===== config.mk =====
export PLATFORM = sky130hd
export DESIGN_NAME = instr_fetch
export DESIGN_NICKNAME = d
export VERILOG_FILES = /design/src/rtl/instr_fetch_pkg.sv /design/src/rtl/fetch_next_pc.sv /design/src/rtl/instr_fetch.sv
export SDC_FILE = /design/constraint.sdc
export NUM_CORES = 1
export LEC_CHECK = 0
export ABC_AREA = 1
export CORE_MARGIN = 2
export CORE_UTILIZATION = 50
export CTS_CLUSTER_DIAMETER = 60
export DETAILED_ROUTE_END_ITERATION = 8
export GPL_TIMING_DRIVEN = 0
export PLACE_DENSITY_LB_ADDON = 0.1
export RECOVER_POWER = 50
export SLEW_MARGIN = 20
export SYNTH_ARGS = -nofsm -noshare
export SYNTH_HDL_FRONTEND = slang
export SYNTH_SLANG_ARGS = --single-unit

===== constraint.sdc =====
create_clock -name clk -period 8.33 [get_ports clk]
set_input_delay 1.666 -clock clk [delete_from_list [all_inputs] [get_ports clk]]
set_output_delay 1.666 -clock clk [all_outputs]
set_load 0.01 [all_outputs]

===== src/rtl/instr_fetch_pkg.sv =====
// Shared definitions for the fetch stage and the decode stage that consumes
// F_instr: fetch FSM encoding, reset PC default, instruction field positions,
// the JAL link register and the branch offset helper.
package instr_fetch_pkg;

  // Fetch FSM encoding (2 bits)
  localparam logic [1:0] ST_IDLE = 2'd0;  // first cycle out of reset
  localparam logic [1:0] ST_WAIT = 2'd1;  // request outstanding
  localparam logic [1:0] ST_HOLD = 2'd2;  // output held by decode stall
  localparam logic [1:0] ST_DROP = 2'd3;  // draining a killed request

  localparam logic [31:0] DEF_RESET_PC = 32'h0000_0000;

  // Instruction word field positions, shared with decode
  localparam int OP_MSB     = 31;
  localparam int OP_LSB     = 26;
  localparam int RS_MSB     = 25;
  localparam int RS_LSB     = 21;
  localparam int RT_MSB     = 20;
  localparam int RT_LSB     = 16;
  localparam int RD_MSB     = 15;
  localparam int RD_LSB     = 11;
  localparam int IMME_MSB   = 15;
  localparam int IMME_LSB   = 0;
  localparam int J_IMME_MSB = 25;
  localparam int J_IMME_LSB = 0;

  localparam logic [4:0] JAL_LINK_REG = 5'd31;

  // Word offset -> signed byte offset
  function automatic logic [31:0] branch_offset(input logic [15:0] imme);
    return {{14{imme[15]}}, imme, 2'b00};
  endfunction

endpackage


===== src/rtl/fetch_next_pc.sv =====
// Next-PC mux for the fetch stage (combinational only).
//   i_pc        current fetch pc        -> o_seq_pc = i_pc + PC_STEP
//   i_f_pc      pc of the instruction being consumed (redirect base)
//   i_jump_en / i_j_imme     J/JAL redirect
//   i_branch_en / i_imme     taken branch redirect (word offset)
//   o_target    redirect target (jump wins over branch)
//   o_redirect  either redirect requested
module fetch_next_pc
  import instr_fetch_pkg::*;
#(
  parameter int PC_STEP = 4
) (
  input  logic [31:0] i_pc,
  input  logic [31:0] i_f_pc,
  input  logic        i_jump_en,
  input  logic [25:0] i_j_imme,
  input  logic        i_branch_en,
  input  logic [15:0] i_imme,
  output logic [31:0] o_seq_pc,
  output logic [31:0] o_target,
  output logic        o_redirect
);

  logic [31:0] w_link;  // address after the redirecting instruction

  assign w_link     = i_f_pc + 32'd4;
  assign o_seq_pc   = i_pc + 32'(PC_STEP);
  assign o_redirect = i_jump_en | i_branch_en;

  always_comb begin
    o_target = w_link + branch_offset(i_imme);
    if (i_jump_en) o_target = {w_link[31:28], i_j_imme, 2'b00};
  end

endmodule


===== src/rtl/instr_fetch.sv =====
// Instruction fetch stage. Owns the PC, keeps a single read outstanding to
// instruction memory and presents one word at a time to decode.
//   clk, rst                 clock, async active-low reset
//   imem_req/imem_addr       read request (held until imem_rvalid), addr = pc
//   imem_rvalid/imem_rdata   read return
//   stall                    decode cannot take F_instr this cycle
//   ID_jump_en/ID_j_imme     jump redirect from decode
//   ID_branch_en/ID_imme     taken branch redirect from decode
//   F_instr/F_pc/F_valid     instruction presented to decode
module instr_fetch
  import instr_fetch_pkg::*;
#(
  parameter logic [31:0] RESET_PC = DEF_RESET_PC,
  parameter int          PC_STEP  = 4
) (
  input  logic        clk,
  input  logic        rst,
  output logic        imem_req,
  output logic [31:0] imem_addr,
  input  logic        imem_rvalid,
  input  logic [31:0] imem_rdata,
  input  logic        stall,
  input  logic        ID_jump_en,
  input  logic [25:0] ID_j_imme,
  input  logic        ID_branch_en,
  input  logic [15:0] ID_imme,
  output logic [31:0] F_instr,
  output logic [31:0] F_pc,
  output logic        F_valid
);

  logic [1:0]  r_state;
  logic [31:0] r_pc;
  logic [31:0] r_instr;
  logic [31:0] r_fpc;
  logic        r_fvalid;

  logic [31:0] w_seq_pc;
  logic [31:0] w_target;
  logic        w_redir_req;
  logic        w_consume;
  logic        w_redirect;
  logic        w_busy;

  fetch_next_pc #(.PC_STEP(PC_STEP)) u_next_pc (
    .i_pc        (r_pc),
    .i_f_pc      (r_fpc),
    .i_jump_en   (ID_jump_en),
    .i_j_imme    (ID_j_imme),
    .i_branch_en (ID_branch_en),
    .i_imme      (ID_imme),
    .o_seq_pc    (w_seq_pc),
    .o_target    (w_target),
    .o_redirect  (w_redir_req)
  );

  // Redirects belong to the instruction being consumed, so only honour them
  // on a consuming edge.
  assign w_consume  = r_fvalid & ~stall;
  assign w_redirect = w_consume & w_redir_req;
  assign w_busy     = r_fvalid & stall;

  assign imem_req  = (r_state == ST_WAIT);
  assign imem_addr = r_pc;
  assign F_instr   = r_instr;
  assign F_pc      = r_fpc;
  assign F_valid   = r_fvalid;

  always_ff @(posedge clk or negedge rst) begin
    if (!rst) begin
      r_state  <= ST_IDLE;
      r_pc     <= RESET_PC;
      r_instr  <= 32'd0;
      r_fpc    <= 32'd0;
      r_fvalid <= 1'b0;
    end else begin
      case (r_state)
        ST_IDLE: r_state <= ST_WAIT;

        ST_WAIT: begin
          if (w_redirect) begin
            r_pc     <= w_target;
            r_fvalid <= 1'b0;
            // Data returning on the redirect edge is simply dropped; with
            // nothing left in flight the target is requested next cycle.
            if (!imem_rvalid) r_state <= ST_DROP;
          end else if (imem_rvalid && !w_busy) begin
            r_instr  <= imem_rdata;
            r_fpc    <= r_pc;
            r_fvalid <= 1'b1;
            r_pc     <= w_seq_pc;
            r_state  <= stall ? ST_HOLD : ST_WAIT;
          end else if (w_consume) begin
            r_fvalid <= 1'b0;
          end
          // rvalid while the output is still held: the word is discarded and,
          // since pc is unchanged and imem_req stays high, the same address is
          // requested again.
        end

        ST_HOLD: begin
          if (!stall || !r_fvalid) begin
            r_state  <= ST_WAIT;
            r_fvalid <= 1'b0;
            if (w_redirect) r_pc <= w_target;
          end
        end

        ST_DROP: begin
          if (imem_rvalid) r_state <= ST_WAIT;
        end

        default: r_state <= ST_IDLE;
      endcase
    end
  end

endmodule


**Run 1: routed metal per tile**

The bar under the picture is 50 um long. The die is cut into 26 by 26 equal tiles; white is low, dark blue is high, scaled to the fullest tile. Values are wire area over tile area, all layers added.
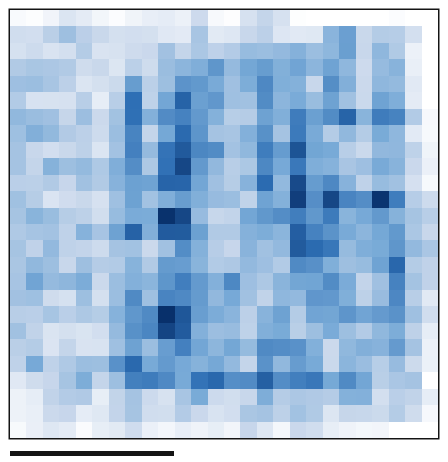
nearly empty tiles	3.1%
fullest tile	0.69
tiles over half the peak	25%
mean over tiles	0.27

**Run 1: zoomed window**

Region (45, 45) to (85, 85) um. Cells in gray, sequential cells in the stronger gray; small squares are vias.
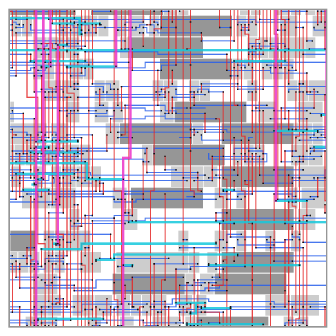
color	layer
blue	M1
cyan	M3
red	M2
magenta	M4
netlist names of flops here include	F_pc (11), imem_addr (2)
most frequent	nand2_1 (36), nor2_1 (15)
cells with their middle in the window	133
sequential cells in the window	13

**Run 1: clock wires, drivers and flops**

The bar under the picture is 50 um long.
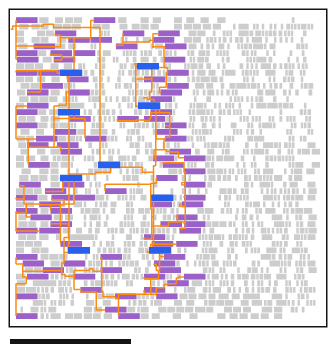
[orange] clock wires | length: 1250 um
[blue] clock-net drivers | count: 9
[purple] flip-flops | count: 99
routed clock nets	10
Clk pwr share: 12.0%
Late-Pin Clk Latency: 0.35 ns
Clock Power: 0.000449 W

**Run 1: the clock network**

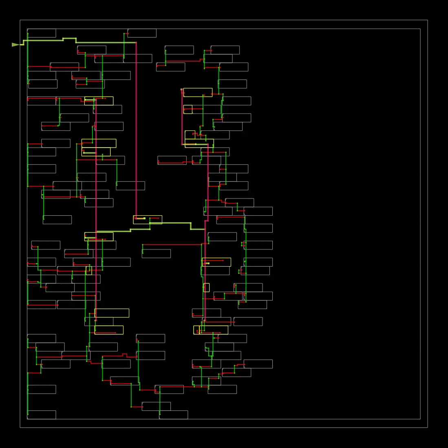
clock skew: 0.00705 ns
clock sinks: 99

==> impl_metrics.csv, run 1 <==
group,metric,value,unit
grt,grt_pass1_wl,41600,um
floorplanning,io-pin-count,178,
power_and_ir_drop,power_density,361,nW/um^2
cts,cts_tree,"done",
placed_design,portBuffers,177,
setup_path,slowest_stage,"clkdlybuf4s50_1",
sta,fin_hold_ws,0.500,ns
sta,rsz0062_at_grt,"no",
grt,gr-usage-met3,6.11,%
final_layout,post-route-util,65.9,%
run_status,violations,"max-capacitance violations, max-slew violations",
synthesis,syn_area,8020,sq um
drt,ant_nets,0,
synthesis,ys_sh_adder,6.33,%
final_layout,logic_gate_count,921,
sta,slew_violations,49,
setup_path,critPathMaxStageDelay,0.87,ns
final_layout,layout_top_cell,"nand2_1",
synthesis,synthMuxAreaShare,4.77,%
sta,fin_crit_sh,51.4,%
floorplanning,taps,216,
setup_path,cp-end-kind,"flop",
sta,fmax,0.233,GHz
synthesis,topCellsByArea,"dfrtp_1, nand2_1, inv_1",
final_layout,clock_cell_area_share,3.04,%
setup_path,path_depth,11,
final_layout,diodes,0,
synthesis,floorplan.nets,1315,
synthesis,ys_cells,1195,
synthesis,edf_count,0,
final_layout,num-clock-buffers,9,
synthesis,xor_area_share,3.28,%
power_and_ir_drop,pwr-share-seq,26.7,%
cts,clk_path_buf_depth,2,
grt,grt_max_degree,52,
final_layout,drive_gt1_share,7.27,%
floorplanning,rows,46,
synthesis,yosys_area,8020,sq um
synthesis,ff_type,"dfrtp_1",
drt,routed-wl-met3,2060,um
drt,postRouteWirelength,27500,um
final_layout,sh_comb_area,46.7,%
drt,route.detailed.drc,0,
final_layout,ff_latch_area,2480,sq um
final_layout,seq_area_share,23.8,%
sta,setup_viol,0,
synthesis,simple_gate_share,33.6,%
min_path,hold_class,"flop to flop",
cts,cts_hold_buf,0,
floorplanning,core_area,15800,sq um
final_layout,stdcell_area,10400,sq um
floorplanning,die_h,131,um
setup_path,critPathLaunchType,"input pin",
sta,tightest_slew,2.74,ns
setup_path,cp-startpoint,"ID_imme[15]",
synthesis,synth.most_common_cell,"nand2_1",
synthesis,yosys_warnings,0,
synthesis,synthArstFlopShare,100,%
power_and_ir_drop,internal-power,0.00195,W
min_path,holdCritStartpoint,"F_instr[2]",
setup_path,regToRegSetupSlack,4.79,ns
power_and_ir_drop,ir_worst_vdd,0.208,mV
run_status,status,"finished with violations",
synthesis,synthTopCellsByCount,"nand2_1, inv_1, nor2_1, dfrtp_1, a21oi_1",
drt,highest_layer,"met4",
synthesis,ys_sh_aoi,12.6,%
power_and_ir_drop,power_leader,"combinational cells",
final_layout,area_share_nonclk_buffers,18.5,%
run,maxCapViolations,1,
setup_path,cp_cell_sequence,"clkdlybuf4s50_1 -> ha_1 -> a21oi_1 -> nand2_1 -> inv_1 -> nand2_1 -> o21ai_0 -> nand2_1 -> o21ai_0 -> nand2_1 -> nand2_1",
cts,cts_max_level,3,
grt,grt_pass1_vias,8231,
drt,vias,8669,
power_and_ir_drop,seq_power,0.00100,W
placed_design,dpl.hpwl,22100,um
power_and_ir_drop,switching_share,48.1,%
synthesis,top_logic_kind,"simple AND/OR/NAND/NOR gates",
power_and_ir_drop,pg_comb,0.00230,W
power_and_ir_drop,p_sw,0.00181,W
placed_design,place_congestion,0.944,
synthesis,synth.distinct_cells,38,
sta,min_period,4.29,ns
setup_path,r2r_cells,18,
final_layout,comb_area,4860,sq um
--- run 2 (diff from run 1) ---
==> constraint.sdc (replaced) <==
create_clock -name clk -period 4.4 [get_ports clk]
set_input_delay 0.88 -clock clk [delete_from_list [all_inputs] [get_ports clk]]
set_output_delay 0.88 -clock clk [all_outputs]
set_load 0.01 [all_outputs]
**Run 2: the clock network**

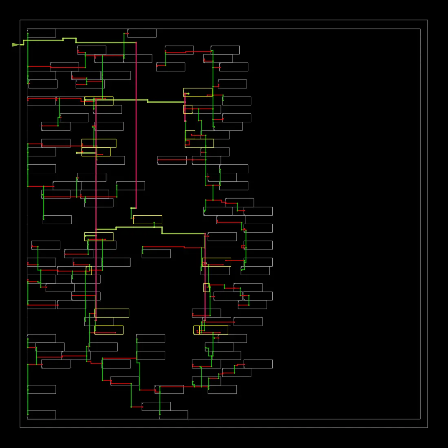
flop count: 99
CLK BUF: 9
Clock Power: 0.000848 W
TritonCTS buffer count: 9

**Run 2: zoomed window**

Region (45, 45) to (85, 85) um. Cells in gray, sequential cells in the stronger gray; small squares are vias.
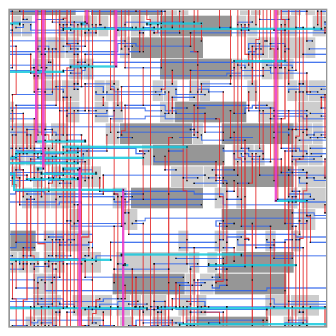
color	layer
magenta	M4
cyan	M3
blue	M1
red	M2
netlist names of flops here include	F_pc (11), imem_addr (2)
sequential cells in the window	13
cells with their middle in the window	133
most frequent	nand2_1 (36), nor2_1 (15)

==> impl_metrics.csv, run 2 <==
group,metric,value,unit
synthesis,synthTopCellsByCount,"nand2_1, inv_1, nor2_1, dfrtp_1, a21oi_1",
sta,tightest_slew,2.75,ns
sta,fmax,0.282,GHz
synthesis,synth.most_common_cell,"nand2_1",
power_and_ir_drop,ir_worst_vdd,0.395,mV
sta,rsz0062_at_grt,"no",
sta,finClkSkew,0.00664,ns
drt,postRouteWirelength,27400,um
final_layout,post-route-util,65.9,%
sta,slew_violations,49,
synthesis,synth.distinct_cells,38,
drt,route.detailed.drc,0,
floorplanning,taps,216,
drt,routed-wl-met3,2280,um
min_path,holdCritStartpoint,"F_instr[2]",
power_and_ir_drop,switching_share,48.1,%
final_layout,stdcell_area,10400,sq um
synthesis,edf_count,0,
power_and_ir_drop,power_leader,"combinational cells",
grt,gr-usage-met3,6.11,%
synthesis,simple_gate_share,33.6,%
placed_design,place_congestion,0.944,
run_status,violations,"max-capacitance violations, max-slew violations",
final_layout,layout_top_cell,"nand2_1",
final_layout,ff_latch_area,2480,sq um
placed_design,dpl.hpwl,22100,um
min_path,hold_class,"flop to flop",
synthesis,floorplan.nets,1315,
cts,clk_path_buf_depth,2,
floorplanning,core_area,15800,sq um
run_status,status,"finished with violations",
setup_path,path_depth,18,
final_layout,n_all_buffers,207,
power_and_ir_drop,internal-power,0.00369,W
power_and_ir_drop,pg_comb,0.00435,W
synthesis,ys_cells,1195,
run,maxCapViolations,1,
setup_path,cp-end-kind,"flop",
cts,cts_max_level,3,
drt,vias,8668,
synthesis,yosysTopAreaCell,"dfrtp_1",
cts,cts_hold_buf,0,
power_and_ir_drop,p_sw,0.00342,W
final_layout,logic_gate_count,921,
final_layout,seq_area_share,23.8,%
drt,highest_layer,"met4",
setup_path,r2r_cells,18,
final_layout,diodes,0,
synthesis,synthMuxAreaShare,4.77,%
power_and_ir_drop,pwr-share-seq,26.8,%
setup_path,cp-startpoint,"F_pc[6]",
power_and_ir_drop,power_density,683,nW/um^2
power_and_ir_drop,seq_power,0.00191,W
cts,cts_tree,"done",
synthesis,topCellsByArea,"dfrtp_1, nand2_1, inv_1",
synthesis,ys_sh_adder,6.33,%
synthesis,ys_sh_aoi,12.6,%
synthesis,syn_area,8020,sq um
sta,fin_crit_sh,80.6,%
final_layout,drive_gt1_share,7.27,%
synthesis,synthArstFlopShare,100,%
synthesis,xor_area_share,3.28,%
drt,ant_nets,0,
cts,cts_sinks,99,
floorplanning,rows,46,
grt,grt_pass1_wl,41600,um
setup_path,cp_cell_sequence,"nand2_2 -> nor2_1 -> nand3_1 -> nor3_1 -> nand4_1 -> xnor2_1 -> ha_1 -> nand2_1 -> nor2_1 -> nand2_1 -> nor3_1 -> nand2_1 -> nand2_1 -> nand2_1 -> nand3_1 -> nand2_1 -> nand2_1 -> nand2_1",
setup_path,critPathLaunchType,"flop",
floorplanning,die_h,131,um
synthesis,yosys_area,8020,sq um
grt,grt_pass1_vias,8217,
sta,setup_viol,0,
final_layout,sh_comb_area,46.7,%
setup_path,critPathMaxStageDelay,0.47,ns
setup_path,regToRegSetupSlack,0.85,ns
final_layout,comb_area,4860,sq um
--- run 3 (diff from run 2) ---
--- a/config.mk
+++ b/config.mk
@@ -7,7 +7,7 @@
 export LEC_CHECK = 0
 export ABC_AREA = 1
 export CORE_MARGIN = 2
-export CORE_UTILIZATION = 50
+export CORE_UTILIZATION = 47
 export CTS_CLUSTER_DIAMETER = 60
 export DETAILED_ROUTE_END_ITERATION = 8
 export GPL_TIMING_DRIVEN = 0
==> constraint.sdc (replaced) <==
create_clock -name clk -period 3.2 [get_ports clk]
set_input_delay 0.64 -clock clk [delete_from_list [all_inputs] [get_ports clk]]
set_output_delay 0.64 -clock clk [all_outputs]
set_load 0.01 [all_outputs]
**Run 3: clock wires, drivers and flops**

The bar under the picture is 50 um long.
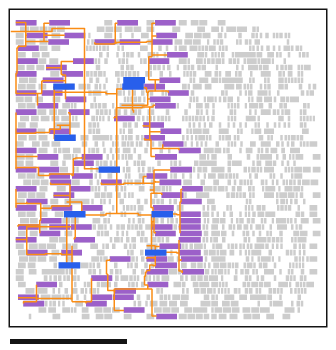
[blue] clock-net drivers | count: 9
[purple] flip-flops | count: 99
[orange] clock wires | length: 1210 um
routed clock nets	10
Clock Power: 0.00129 W
clock skew: 0.00663 ns

**Run 3: zoomed window**

Region (47, 47) to (87, 87) um. Cells in gray, sequential cells in the stronger gray; small squares are vias.
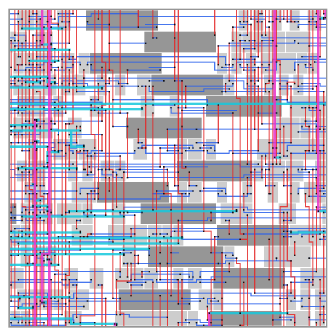
color	layer
cyan	M3
blue	M1
red	M2
magenta	M4
most frequent	nand2_1 (37), nor2_1 (20), o21ai_0 (12)
cells with their middle in the window	144
sequential cells in the window	14
netlist names of flops here include	F_pc (10), imem_addr (4)

==> impl_metrics.csv, run 3 <==
group,metric,value,unit
run_status,status,"finished with violations",
run_status,violations,"max-capacitance violations, max-slew violations",
floorplanning,taps,220,
final_layout,stdcell_area,10800,sq um
placed_design,dpl.hpwl,22200,um
setup_path,cp_cell_sequence,"ha_1 -> nand3_1 -> nor2_4 -> nand2_4 -> nor4_2 -> xor2_1 -> ha_1 -> nand2_1 -> nor2_4 -> nand2_1 -> nor2_1 -> nand2_1 -> nand3_1 -> nand2_1 -> nand3_1 -> nand2_1 -> nand2_1 -> nand2_1",
placed_design,place_congestion,0.970,
cts,cts_hold_buf,0,
synthesis,syn_area,8020,sq um
final_layout,n_all_buffers,230,
final_layout,seq_area_share,23.0,%
power_and_ir_drop,power_density,951,nW/um^2
grt,gr-usage-met3,4.54,%
synthesis,yosys_area,8020,sq um
synthesis,synth.distinct_cells,38,
cts,clk_path_buf_depth,2,
grt,grt_pass1_wl,43100,um
setup_path,r2r_cells,18,
cts,cts_sinks,99,
final_layout,ff_count,99,
synthesis,top_logic_kind,"simple AND/OR/NAND/NOR gates",
sta,slew_violations,39,
final_layout,area_share_nonclk_buffers,19.4,%
min_path,holdCritStartpoint,"F_instr[31]",
drt,highest_layer,"met4",
synthesis,ys_sh_aoi,12.6,%
synthesis,ys_cells,1195,
sta,rsz0062_at_grt,"yes",
setup_path,critPathLaunchType,"flop",
setup_path,cp-end-kind,"flop",
final_layout,sh_comb_area,46.7,%
floorplanning,rows,47,
cts,cts_max_level,3,
placed_design,portBuffers,177,
synthesis,floorplan.nets,1315,
cts,clk_latency,0.35,ns
sta,fmax,0.315,GHz
sta,min_period,3.18,ns
cts,cts_buffers,9,
sta,tightest_slew,2.22,ns
sta,fin_hold_ws,0.502,ns
power_and_ir_drop,seq_power,0.00262,W
synthesis,yosys_warnings,0,
run,maxCapViolations,1,
drt,postRouteWirelength,28400,um
power_and_ir_drop,ir_worst_vdd,0.555,mV
sta,fin_crit_sh,99.4,%
setup_path,regToRegSetupSlack,0.02,ns
power_and_ir_drop,pwr-share-seq,25.4,%
synthesis,simple_gate_share,33.6,%
final_layout,post-route-util,65.2,%
setup_path,path_depth,18,
drt,routed-wl-met3,2430,um
synthesis,ys_sh_adder,6.33,%
synthesis,xor_area_share,3.28,%
final_layout,drive_gt1_share,12.5,%
synthesis,topCellsByArea,"dfrtp_1, nand2_1, inv_1",
power_and_ir_drop,p_sw,0.00489,W
floorplanning,core_area,16600,sq um
Power is estimated from default activity; no workload was simulated.
